File: src/rtl/match_sequencer_if.sv
//------------------------------------------------------------------------------
// Module      : match_sequencer_if
// Description : Control/status bundle between the match sequencer and the
//               rest of the game (input event pulses, scores, scene selects).
// Revision    : 1.0 - initial release
//------------------------------------------------------------------------------
`default_nettype none

interface match_sequencer_if;
    // Event pulses into the sequencer
    logic       frame_tick;
    logic       start_trigger;
    logic       pause_toggle;
    logic       exit_left;
    logic       exit_right;
    // Status out of the sequencer
    logic [3:0] score_p1;
    logic [3:0] score_p2;
    logic       ball_enable;
    logic       ball_reset;
    logic       serve_dir;
    logic       game_startup;
    logic       game_over;
    logic [2:0] state;

    // Producer of events / consumer of status
    modport master (
        output frame_tick, start_trigger, pause_toggle, exit_left, exit_right,
        input  score_p1, score_p2, ball_enable, ball_reset, serve_dir,
               game_startup, game_over, state
    );

    // The sequencer itself
    modport slave (
        input  frame_tick, start_trigger, pause_toggle, exit_left, exit_right,
        output score_p1, score_p2, ball_enable, ball_reset, serve_dir,
               game_startup, game_over, state
    );
endinterface

`default_nettype wire

File: src/rtl/match_sequencer.sv
//------------------------------------------------------------------------------
// Module      : match_sequencer
// Description : Game flow controller: menu, serve delay, play, pause and
//               game-over hold, with score keeping and ball recentre pulses.
// Revision    : 1.0 - initial release
//------------------------------------------------------------------------------
`default_nettype none

module match_sequencer #(
    parameter int WIN_SCORE          = 7,
    parameter int SERVE_DELAY_FRAMES = 60,
    parameter int OVER_HOLD_FRAMES   = 180
) (
    input  wire              clk_0,
    input  wire              rst,
    match_sequencer_if.slave bus
);

    typedef enum logic [2:0] {
        ST_MENU       = 3'd0,
        ST_SERVE_WAIT = 3'd1,
        ST_PLAY       = 3'd2,
        ST_PAUSED     = 3'd3,
        ST_GAME_OVER  = 3'd4
    } state_t;

    localparam logic [3:0] c_WIN_SCORE  = 4'(WIN_SCORE);
    localparam logic [7:0] c_SERVE_LAST = 8'(SERVE_DELAY_FRAMES - 1);
    localparam logic [7:0] c_OVER_HOLD  = 8'(OVER_HOLD_FRAMES);
    localparam logic [7:0] c_CNT_MAX    = 8'hFF;

    state_t     r_state;
    logic [7:0] r_cnt;
    logic [3:0] r_score_p1;
    logic [3:0] r_score_p2;
    logic       r_ball_enable;
    logic       r_ball_reset;
    logic       r_serve_dir;
    logic       r_game_startup;
    logic       r_game_over;

    logic [3:0] w_p1_inc;
    logic [3:0] w_p2_inc;

    assign w_p1_inc = r_score_p1 + 4'd1;
    assign w_p2_inc = r_score_p2 + 4'd1;

    // Match state machine; scene selects and motion enable are registered
    // alongside the state so they change on the same edge as the state.
    // Any transition overrides the frame counter back to zero.
    always_ff @(posedge clk_0 or negedge rst) begin
        if (!rst) begin
            r_state        <= ST_MENU;
            r_cnt          <= 8'd0;
            r_score_p1     <= 4'd0;
            r_score_p2     <= 4'd0;
            r_ball_enable  <= 1'b0;
            r_ball_reset   <= 1'b0;
            r_serve_dir    <= 1'b0;
            r_game_startup <= 1'b1;
            r_game_over    <= 1'b0;
        end else begin
            r_ball_reset <= 1'b0;
            if (bus.frame_tick && (r_cnt != c_CNT_MAX)) begin
                r_cnt <= r_cnt + 8'd1;
            end

            case (r_state)
                ST_MENU: begin
                    if (bus.start_trigger) begin
                        r_state        <= ST_SERVE_WAIT;
                        r_cnt          <= 8'd0;
                        r_score_p1     <= 4'd0;
                        r_score_p2     <= 4'd0;
                        r_serve_dir    <= 1'b0;
                        r_ball_reset   <= 1'b1;
                        r_game_startup <= 1'b0;
                    end
                end

                ST_SERVE_WAIT: begin
                    if (bus.frame_tick && (r_cnt == c_SERVE_LAST)) begin
                        r_state       <= ST_PLAY;
                        r_cnt         <= 8'd0;
                        r_ball_enable <= 1'b1;
                    end
                end

                ST_PLAY: begin
                    // A point outranks a pause request; left exit outranks right.
                    if (bus.exit_left) begin
                        r_score_p2    <= w_p2_inc;
                        r_serve_dir   <= 1'b1;
                        r_ball_reset  <= 1'b1;
                        r_ball_enable <= 1'b0;
                        r_cnt         <= 8'd0;
                        if (w_p2_inc == c_WIN_SCORE) begin
                            r_state     <= ST_GAME_OVER;
                            r_game_over <= 1'b1;
                        end else begin
                            r_state <= ST_SERVE_WAIT;
                        end
                    end else if (bus.exit_right) begin
                        r_score_p1    <= w_p1_inc;
                        r_serve_dir   <= 1'b0;
                        r_ball_reset  <= 1'b1;
                        r_ball_enable <= 1'b0;
                        r_cnt         <= 8'd0;
                        if (w_p1_inc == c_WIN_SCORE) begin
                            r_state     <= ST_GAME_OVER;
                            r_game_over <= 1'b1;
                        end else begin
                            r_state <= ST_SERVE_WAIT;
                        end
                    end else if (bus.pause_toggle) begin
                        r_state       <= ST_PAUSED;
                        r_ball_enable <= 1'b0;
                        r_cnt         <= 8'd0;
                    end
                end

                ST_PAUSED: begin
                    if (bus.pause_toggle) begin
                        r_state       <= ST_PLAY;
                        r_ball_enable <= 1'b1;
                        r_cnt         <= 8'd0;
                    end
                end

                ST_GAME_OVER: begin
                    if (bus.start_trigger && (r_cnt >= c_OVER_HOLD)) begin
                        r_state        <= ST_MENU;
                        r_game_over    <= 1'b0;
                        r_game_startup <= 1'b1;
                        r_cnt          <= 8'd0;
                    end
                end

                default: begin
                    // Unused encodings fall back to the menu; scores untouched.
                    r_state        <= ST_MENU;
                    r_cnt          <= 8'd0;
                    r_ball_enable  <= 1'b0;
                    r_game_startup <= 1'b1;
                    r_game_over    <= 1'b0;
                end
            endcase
        end
    end

    assign bus.state        = r_state;
    assign bus.score_p1     = r_score_p1;
    assign bus.score_p2     = r_score_p2;
    assign bus.ball_enable  = r_ball_enable;
    assign bus.ball_reset   = r_ball_reset;
    assign bus.serve_dir    = r_serve_dir;
    assign bus.game_startup = r_game_startup;
    assign bus.game_over    = r_game_over;

endmodule

`default_nettype wire

File: src/flat_wrapper.sv
// flat-port wrapper written by rule: the top's interface ports become plain ports
module match_sequencer_flat 
#(
    parameter int WIN_SCORE          = 7,
    parameter int SERVE_DELAY_FRAMES = 60,
    parameter int OVER_HOLD_FRAMES   = 180
)
  (clk_0, rst, bus_frame_tick, bus_start_trigger, bus_pause_toggle, bus_exit_left, bus_exit_right, bus_score_p1, bus_score_p2, bus_ball_enable, bus_ball_reset, bus_serve_dir, bus_game_startup, bus_game_over, bus_state);
  match_sequencer_if bus_i ();
  input  wire clk_0;
  input  wire rst;
  input wire logic [$bits(bus_i.frame_tick)-1:0] bus_frame_tick;
  input wire logic [$bits(bus_i.start_trigger)-1:0] bus_start_trigger;
  input wire logic [$bits(bus_i.pause_toggle)-1:0] bus_pause_toggle;
  input wire logic [$bits(bus_i.exit_left)-1:0] bus_exit_left;
  input wire logic [$bits(bus_i.exit_right)-1:0] bus_exit_right;
  output wire logic [$bits(bus_i.score_p1)-1:0] bus_score_p1;
  output wire logic [$bits(bus_i.score_p2)-1:0] bus_score_p2;
  output wire logic [$bits(bus_i.ball_enable)-1:0] bus_ball_enable;
  output wire logic [$bits(bus_i.ball_reset)-1:0] bus_ball_reset;
  output wire logic [$bits(bus_i.serve_dir)-1:0] bus_serve_dir;
  output wire logic [$bits(bus_i.game_startup)-1:0] bus_game_startup;
  output wire logic [$bits(bus_i.game_over)-1:0] bus_game_over;
  output wire logic [$bits(bus_i.state)-1:0] bus_state;
  assign bus_i.frame_tick = bus_frame_tick;
  assign bus_i.start_trigger = bus_start_trigger;
  assign bus_i.pause_toggle = bus_pause_toggle;
  assign bus_i.exit_left = bus_exit_left;
  assign bus_i.exit_right = bus_exit_right;
  assign bus_score_p1 = bus_i.score_p1;
  assign bus_score_p2 = bus_i.score_p2;
  assign bus_ball_enable = bus_i.ball_enable;
  assign bus_ball_reset = bus_i.ball_reset;
  assign bus_serve_dir = bus_i.serve_dir;
  assign bus_game_startup = bus_i.game_startup;
  assign bus_game_over = bus_i.game_over;
  assign bus_state = bus_i.state;
  match_sequencer #(.WIN_SCORE(WIN_SCORE), .SERVE_DELAY_FRAMES(SERVE_DELAY_FRAMES), .OVER_HOLD_FRAMES(OVER_HOLD_FRAMES)) u_core (.clk_0(clk_0), .rst(rst), .bus(bus_i));
endmodule
File: config.mk
export PLATFORM = sky130hd
export DESIGN_NAME = match_sequencer_flat
export DESIGN_NICKNAME = d
export VERILOG_FILES = /design/src/rtl/match_sequencer_if.sv /design/src/rtl/match_sequencer.sv /design/src/flat_wrapper.sv
export SDC_FILE = /design/constraint.sdc
export NUM_CORES = 1
export LEC_CHECK = 0
export CAP_MARGIN = 20
export CORE_MARGIN = 5
export CORE_UTILIZATION = 24
export CTS_CLUSTER_SIZE = 14
export DETAILED_ROUTE_END_ITERATION = 16
export GPL_TIMING_DRIVEN = 0
export HOLD_SLACK_MARGIN = 0.08
export SETUP_SLACK_MARGIN = 0.05
export SKIP_LAST_GASP = 1
export SYNTH_ARGS = -nofsm -noshare
export SYNTH_HDL_FRONTEND = slang
export SYNTH_SLANG_ARGS = --single-unit
File: constraint.sdc
create_clock -name clk_0 -period 1.8 [get_ports clk_0]
set_input_delay 0.27 -clock clk_0 [delete_from_list [all_inputs] [get_ports clk_0]]
set_output_delay 0.27 -clock clk_0 [all_outputs]
set_load 0.02 [all_outputs]
Figure 1. Cell sizes after repair (run 1).
(4 px per um)
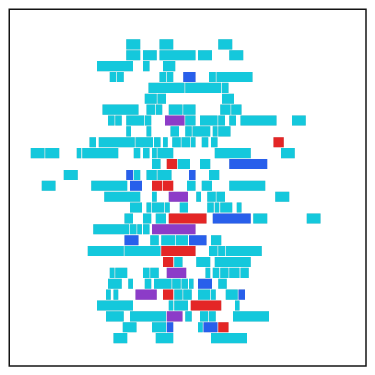
[purple] x6 and larger | cells: 6 | share: 3.3% | most used: clkbuf_8
[cyan] x1 and smaller | cells: 156 | share: 85% | most used: dfrtp_1
[blue] x2 | cells: 12 | share: 6.5% | most used: buf_2
[red] x3 and x4 | cells: 10 | share: 5.4% | most used: buf_4
Layout area overhead: 29.11%
setup ws final: 0.1142 ns

Figure 2. Placement density heat map (run 1).
(4 px per um) The die is cut into 9 by 9 equal tiles; dark blue is low, red is high, 0 to 100% covered.
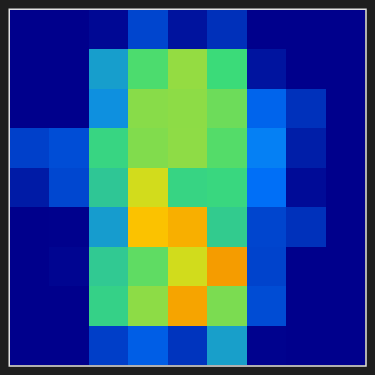
densest ninth of the die: center
nearly empty tiles: 38%
mean over tiles: 23%
core box area: 5991 um2
fp util: 24.90%
final core utilization: 32.14%

Figure 3. Nets reached from selected ports (run 1).
(4 px per um)
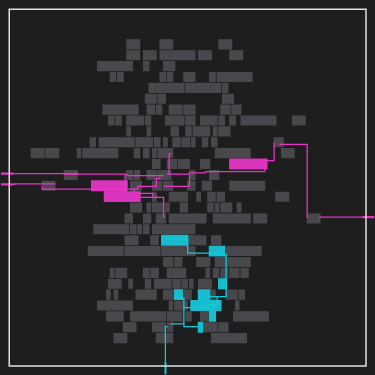
[magenta] bus_state | bits: 3 | direction: output | end cells: 3 | wire: 198 um
[cyan] bus_frame_tick | bits: 1 | direction: input | end cells: 10 | wire: 73.0 um
PortBufs: 21
IO Count: 23

[run 1: cell usage after synthesis, drive strengths merged (2+ instances only)]
cell	instances	area (um2)
nand2	8	30.03
o2bb2ai	2	17.52
nor2	9	33.78
xor2	4	35.03
buf	7	43.79
ha	6	75.07
nor3b	3	22.52
o21ai	13	65.06
a211oi	3	22.52
a21oi	8	40.04
clkbuf	2	8.750
nor2b	4	25.02
o31ai	3	36.28
a31o	2	17.52
nand2b	6	37.54
and3	4	25.02
nand3	11	55.05
inv	6	22.52
and2	2	12.51
a31oi	2	12.51
nand4	2	12.51
mux2i	2	20.02
dfrtp	23	575.6
[run 1: cells in the final DEF (no fill, tap or decap), types with 4 or more instances in the layout]
cell type	count
inv_1	6
o21ai_0	12
ha_1	6
and3_1	4
buf_4	7
nand2b_1	6
clkdlybuf4s50_1	20
nand2_1	8
nor2_1	9
nand3_1	10
dfrtp_1	22
xor2_1	4
nor2b_1	4
a21oi_1	8
[run 1: logic make-up (layout without fill, tap and decap cells)]
group / Yosys count / count (layout) / share of synthesized area [%]
and+or+nand+nor: 56 / 56 / 22.15
xor gates and xnor gates: 5 / 5 / 2.936
buffers and inverters: 15 / 45 / 5.033
adders and majority gates: 6 / 6 / 5.033
AOI/OAI and AO/OA: 46 / 46 / 23.16
muxes: 2 / 2 / 1.342
DFF: 24 / 24 / 40.35
[run 1: final timing paths]
path                                         start                       to  slack (ns)
max                        u_core.bus.game_startup         bus_game_startup        0.11
min                                            rst          u_core.r_cnt[6]        0.36
max in group asynchronous                      rst   u_core.bus.score_p1[1]        0.95
min in group clk_0                  bus_frame_tick          u_core.r_cnt[2]        0.40
min reg2reg                u_core.bus.game_startup  u_core.bus.game_startup        0.46
max reg2reg                    u_core.bus.state[2]   u_core.bus.score_p1[2]        0.14
[run 1: sequential cells by signal, summed over array words and instances (netlist names)]
| signal | cells |
|---|---|
| u_core.bus.game_startup | 1 |
| u_core.r_cnt | 8 |
| u_core.bus.game_over | 1 |
| u_core.bus.score_p2 | 4 |
| u_core.bus.serve_dir | 1 |
| u_core.bus.ball_enable | 1 |
| u_core.bus.state | 3 |
| u_core.bus.ball_reset | 1 |
| u_core.bus.score_p1 | 4 |
[run 1: per-layer routing]
metal	up-vias	GRT usage, %	part of all wire, %
met5	-	0	0
met4	0	4.533	1.6
met3	6	1.583	4.1
met2	21	14.51	46
met1	580	11.81	48
li1	630	-	-
[run 1: metrics by stage]
stage | std cells | total power, W | hold slack (ns)
after floorplan | 154 | 0.001453 | -0.02559
after global placement | 250 | 0.001844 | 0.4587
after detailed placement | 250 | 0.001852 | 0.4508
after CTS | 254 | 0.002350 | 0.3960
after global routing | 259 | 0.002547 | 0.4012
final | 259 | 0.002376 | 0.3564
[run 1: report_power, final]
group	total [W]	internal [W]	leakage [nW]	switching, W
Combinational	0.00109	0.000518	0.469	0.000571
Sequential	0.000806	0.000673	0.317	0.000133
Clock	0.000481	0.000298	0.0357	0.000183
Total	0.00238	0.00149	0.821	0.000887
[run 1: repair_timing]
item	CTS	global route
endpoints found under the setup margin	0	10
hold buffers	0	0
setup buffers	0	4
gates resized	0	8
==> impl_metrics.json, run 1 <==
{
  "grt_usage_pct": 9.103,
  "cp-end-kind": "output pin",
  "ys_seq_share_pct": 40.35,
  "dominant-cell-class": "multi-input combinational cells",
  "n_all_buffers": 35,
  "h-tree-depth": 1,
  "antenna_found_initial": 0,
  "seq_share_pct": 31.32,
  "hold_class": "in -> async",
  "comb_area_um2": 819.5,
  "via_per_inst": 4.776,
  "path_cells": "clkdlybuf4s50_1",
  "grt_pass1_wl_um": 5623,
  "sh_comb_area_pct": 42.56,
  "seq_area_um2": 603.1,
  "clk_latency_ns": 0.27,
  "ys_ff": 24,
  "crit_buf_inv": 1,
  "post-route-period-util_pct": 93.65,
  "cp_top_family": "buffers and inverters",
  "status": "completed",
  "flops": 24,
  "edf_count": 0,
  "flop_cell": "dfrtp_1",
  "inverters": 6,
  "crit_fanout": 2,
  "syn_nets": 167,
  "path_class": "reg -> out",
  "startpoint_type": "flip-flop",
  "cts_sinks": 24,
  "fillCellCount": 616,
  "worst_path_max_delay_cell": "clkdlybuf4s50_1",
  "drive_above_1_share_pct": 15.22,
  "r2r_cells": 5,
  "die_width_um": 88.83,
  "cts_buffer_depth": 2,
  "placed_area_um2": 1795,
  "drv_slew": 0,
  "yosysWarnings": 0,
  "grt_overflow": 0,
  "antenna_cells": 0,
  "fp.dieH_um": 88.83,
  "cp.depth": 1,
  "taps": 75,
  "clkbuf_count": 3,
  "syn_avg_cell_area_um2": 9.685,
  "detail_route.wirelength_um": 3349,
  "drv_cap": 0,
  "dpl.hpwl_um": 2459,
  "fmax_mhz": 593.2,
  "ys_cells": 154,
  "routedWlPerCell_um": 12.93,
  "synth_cells": 154,
  "dr.pass1.iters": 4,
  "fin_skew_ns": 0.002018,
  "pre_cts_slack_ns": -0.2300,
  "ys_types": 50,
  "first_iter_violations": 89,
  "required_ns": 1.53,
  "max_stage_delay_ns": 0.61,
  "synth_async_sr_flop_share_pct": 100.0,
  "setup_viol": 0,
  "rsz0062_at_grt": "false",
  "arrival_ns": 1.42,
  "drc": 0,
  "cts_tree": "yes",
  "final.setup.tns_ns": 0,
  "logic_gate_count": 115,
  "clock-root-buffer": "clkbuf_8",
  "leakagePower_nw": 0.8215,
  "yosys_area_um2": 1491,
  "gp_congestion": 0.8112,
  "numCtsBuffers": 3,
  "layout_min_cycle_time_ns": 1.686,
  "buf_share_pct": 16.37,
  "irDropWorstVdd_v": 0.0005111,
  "hold_viol_final": 0,
  "num_vias": 1237,
  "syn_area_um2": 1491,
  "grt_max_degree": 25,
  "slew_headroom_pct": 62.00,
  "grt_pass1_vias": 1219,
  "design_area_um2": 1926,
  "final_nets": 198,
  "worstMarginPinSlew_ns": 0.5682,
  "clk_pin_slew_worst_paths_ns": 0.09,
  "power_density_nw_per_um2": 1234,
  "ant_nets": 0,
  "num_rows": 28,
  "tool_warnings": 30,
  "die_area_um2": 7891,
  "clkCellAreaFrac_pct": 3.704
}
Figure 4. The metal 1 layer (run 1).
(6 px per um) Supply wires on this layer in gray. Cells faint in the background.
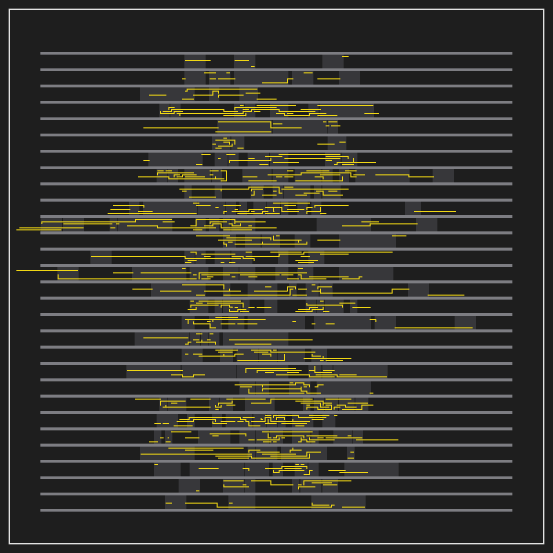

==> run 1 -> run 2 <==
==> constraint.sdc (replaced) <==
create_clock -name clk_0 -period 1.8 [get_ports clk_0]
set_input_delay 0.27 -clock clk_0 [delete_from_list [all_inputs] [get_ports clk_0]]
set_output_delay 0.27 -clock clk_0 [all_outputs]
set_load 0.01 [all_outputs]
Figure 5. The metal 1 layer (run 2).
(6 px per um) Supply wires on this layer in gray. Cells faint in the background.
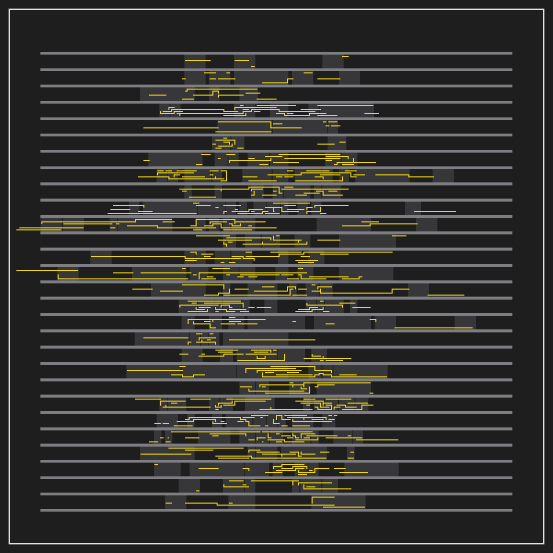
share of all routed wire: 48%
main direction: horizontal
vias post-DR: 1243
met1 Resource Use GR: 11.81%

Figure 6. Placement view (run 2).
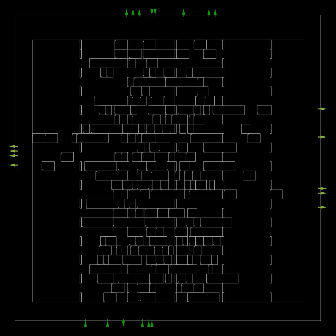
Flops: 24
FP Rows: 28
Non-Filler Instances: 260
final core utilization: 32.27%

==> run 2 against run 1 <==
- first-iteration DRC count grew 27%
- die area unchanged
- worst hold slack worse by 0.0077 ns
- wire length is 0.36% higher
- synthesized area did not move
- cell count grew 0.39%
- synthesized cell count did not move
- worst setup slack gained 0.020 ns
- critical path type is now reg -> reg
==> impl_metrics.json, run 2 <==
{
  "drc": 0,
  "fillCellCount": 614,
  "pwr-share-comb_pct": 44.3,
  "irDropWorstVdd_v": 0.0004459,
  "leakagePower_nw": 0.8261,
  "startpoint_type": "flip-flop",
  "fp_util_pct": 24.90,
  "routedWlPerCell_um": 12.93,
  "max_stage_delay_ns": 0.45,
  "h-tree-depth": 1,
  "clock-root-buffer": "clkbuf_8",
  "dr.pass1.iters": 4,
  "gp_congestion": 0.8112,
  "die_area_um2": 7891,
  "setup_viol": 0,
  "dpl.hpwl_um": 2459,
  "detail_route.wirelength_um": 3361,
  "flop_cell": "dfrtp_1",
  "power_density_nw_per_um2": 1194,
  "final_cell_mix": "22 x dfrtp_1, 20 x clkdlybuf4s50_1, 12 x o21ai_0, 10 x nand3_1, 9 x nor2_1",
  "clk_latency_ns": 0.27,
  "drive_above_1_share_pct": 15.68,
  "yosysWarnings": 0,
  "most_common_cell": "dfrtp_1",
  "cts_buffer_depth": 2,
  "crit_fanout": 10,
  "worst_path_max_delay_cell": "dfrtp_2",
  "drv_slew": 0,
  "fp.dieH_um": 88.83,
  "grt_usage_pct": 9.103,
  "cts_tree": "yes",
  "ys_types": 50,
  "synth_cells": 154,
  "core-area_um2": 5991,
  "via_per_inst": 4.781,
  "p_sw_w": 0.0008074,
  "syn_avg_cell_area_um2": 9.685,
  "post-route-period-util_pct": 92.53,
  "tool_warnings": 30,
  "ctsHoldBuffers": 0,
  "grt_pass1_wl_um": 5623,
  "layout_min_cycle_time_ns": 1.666,
  "slew_headroom_pct": 62.94,
  "layout_top_cell": "dfrtp_1",
  "yosysTopAreaCellShare_pct": 38.59,
  "syn_area_um2": 1491,
  "ys_ff": 24,
  "arrival_ns": 1.84,
  "ys_seq_share_pct": 40.35,
  "area_growth_pct": 29.61,
  "numCtsBuffers": 3,
  "yosysTopAreaCell": "dfrtp_1",
  "path_cells": "buf_2 > or3b_1 > o21ai_1 > o21ai_0 > a21o_1",
  "largest_reg_flops": 8,
  "ant_nets": 0,
  "yosys_area_um2": 1491,
  "ys_cells": 154,
  "drv_cap": 0,
  "hold_class": "in -> async",
  "placed_area_um2": 1795,
  "first_iter_violations": 113,
  "r2r_cells": 5,
  "finalPower_w": 0.002308,
  "design_area_um2": 1933,
  "io-pin-count": 23,
  "worst_slack_ns": 0.1344,
  "path_class": "reg -> reg",
  "p_int_w": 0.001500,
  "antenna_found_initial": 0,
  "grt_max_degree": 25,
  "grt_overflow": 0,
  "status": "completed",
  "edf_count": 0,
  "cp.depth": 5,
  "syn_nets": 167,
  "required_ns": 1.97,
  "rsz0062_at_grt": "false",
  "die_width_um": 88.83,
  "pwr-share-seq_pct": 34.8,
  "final_nets": 199,
  "cp-end-kind": "flip-flop",
  "grt_pass1_vias": 1219,
  "swShare_pct": 34.99,
  "hold_viol_final": 0,
  "synth_async_sr_flop_share_pct": 100.0,
  "topCellsByArea": "dfrtp_1 39%, ha_1 5.0%, o21ai_0 4.0%",
  "pre_cts_slack_ns": -0.2300,
  "p_clk_share_pct": 20.9,
  "cts_sinks": 24,
  "clk_pin_slew_worst_paths_ns": 0.09,
  "cp_top_family": "AND-OR/OR-AND gates",
  "crit_buf_inv": 1,
  "synthTopCellsByCount": "23 x dfrtp_1, 12 x o21ai_0, 11 x nand3_1",
  "antenna_cells": 0,
  "portBuffers": 21,
  "regMostFlops": "u_core.r_cnt"
}
[run 2: cell counts after synthesis]
Identical to the previous run, type by type.
[run 2: kinds of logic after synthesis]
group,count (synthesis),share of synthesized area [%]
AOI/OAI and AO/OA,46,23.16
DFF,24,40.35
buffers and inverters,15,5.033
and+or+nand+nor,56,22.15
muxes,2,1.342
adders and majority gates,6,5.033
xor gates and xnor gates,5,2.936
[run 2: final cells by class]
cell class	count	area [um2]	share of cell area, %
timing repair buffer	27	265.3	13.72
clock inverter	1	30.03	1.553
buffer	9	57.56	2.977
multi-input combinational	115	819.5	42.39
sequential	24	603.1	31.20
clock buffer	3	41.29	2.136
tap	75	93.84	4.854
inverter	6	22.52	1.165
[run 2: power groups by stage]
stage	Combinational, W	Sequential, W	Clock, W
after floorplan	0.000535	0.000837	0
after global routing	0.00114	0.000825	0.000518
after CTS	0.000959	0.000809	0.000499
after global placement	0.000946	0.000814	0
final	0.00102	0.000803	0.000482
after detailed placement	0.000952	0.000816	0
[run 2: final timing paths]
kind	startpoint	to	slack [ns]
setup reg to reg	u_core.bus.state[2]	u_core.bus.score_p1[2]	0.13
setup / recovery	u_core.bus.state[2]	u_core.bus.score_p1[2]	0.13
max in group asynchronous	rst	u_core.bus.score_p1[1]	0.97
hold reg to reg	u_core.bus.game_startup	u_core.bus.game_startup	0.46
min in group clk_0	bus_frame_tick	u_core.r_cnt[2]	0.39
hold / removal	rst	u_core.r_cnt[6]	0.35
[run 2: layer usage]
metal	up-vias	wire (um)	GRT usage, %
li1	636	-	-
met1	582	1629	11.81
met2	21	1558	14.51
met3	4	124	1.583
met4	0	48	4.533
met5	-	0	0
[run 2: per-stage QoR]
| stage | utilization (%) | hold WS [ns] | TNS [ns] | cells |
|---|---|---|---|---|
| after floorplan | - | -0.02559 | 0 | 154 |
| after detailed placement | 29.97 | 0.4508 | -1.223 | 250 |
| after CTS | 31.16 | 0.3960 | 0 | 254 |
| after global placement | 29.97 | 0.4587 | -1.334 | 250 |
| after global routing | 32.27 | 0.4012 | 0 | 260 |
| final | 32.27 | 0.3487 | 0 | 260 |
[run 2: worst register-to-register path: cells and delay by family, from the launching register on]
kind	cells	cell delay, ns
AND/OR/NAND/NOR	1	0.44
AND-OR/OR-AND	3	0.49
buffers and inverters	1	0.19
flip-flops	1	0.45
[run 2: what timing repair did]
action | CTS | global route
buffers inserted | 0 | 5
setup endpoints to repair | 0 | 10
endpoints found under the hold margin | 0 | 0
gates resized | 0 | 7
Power and IR drop assume default switching activity.
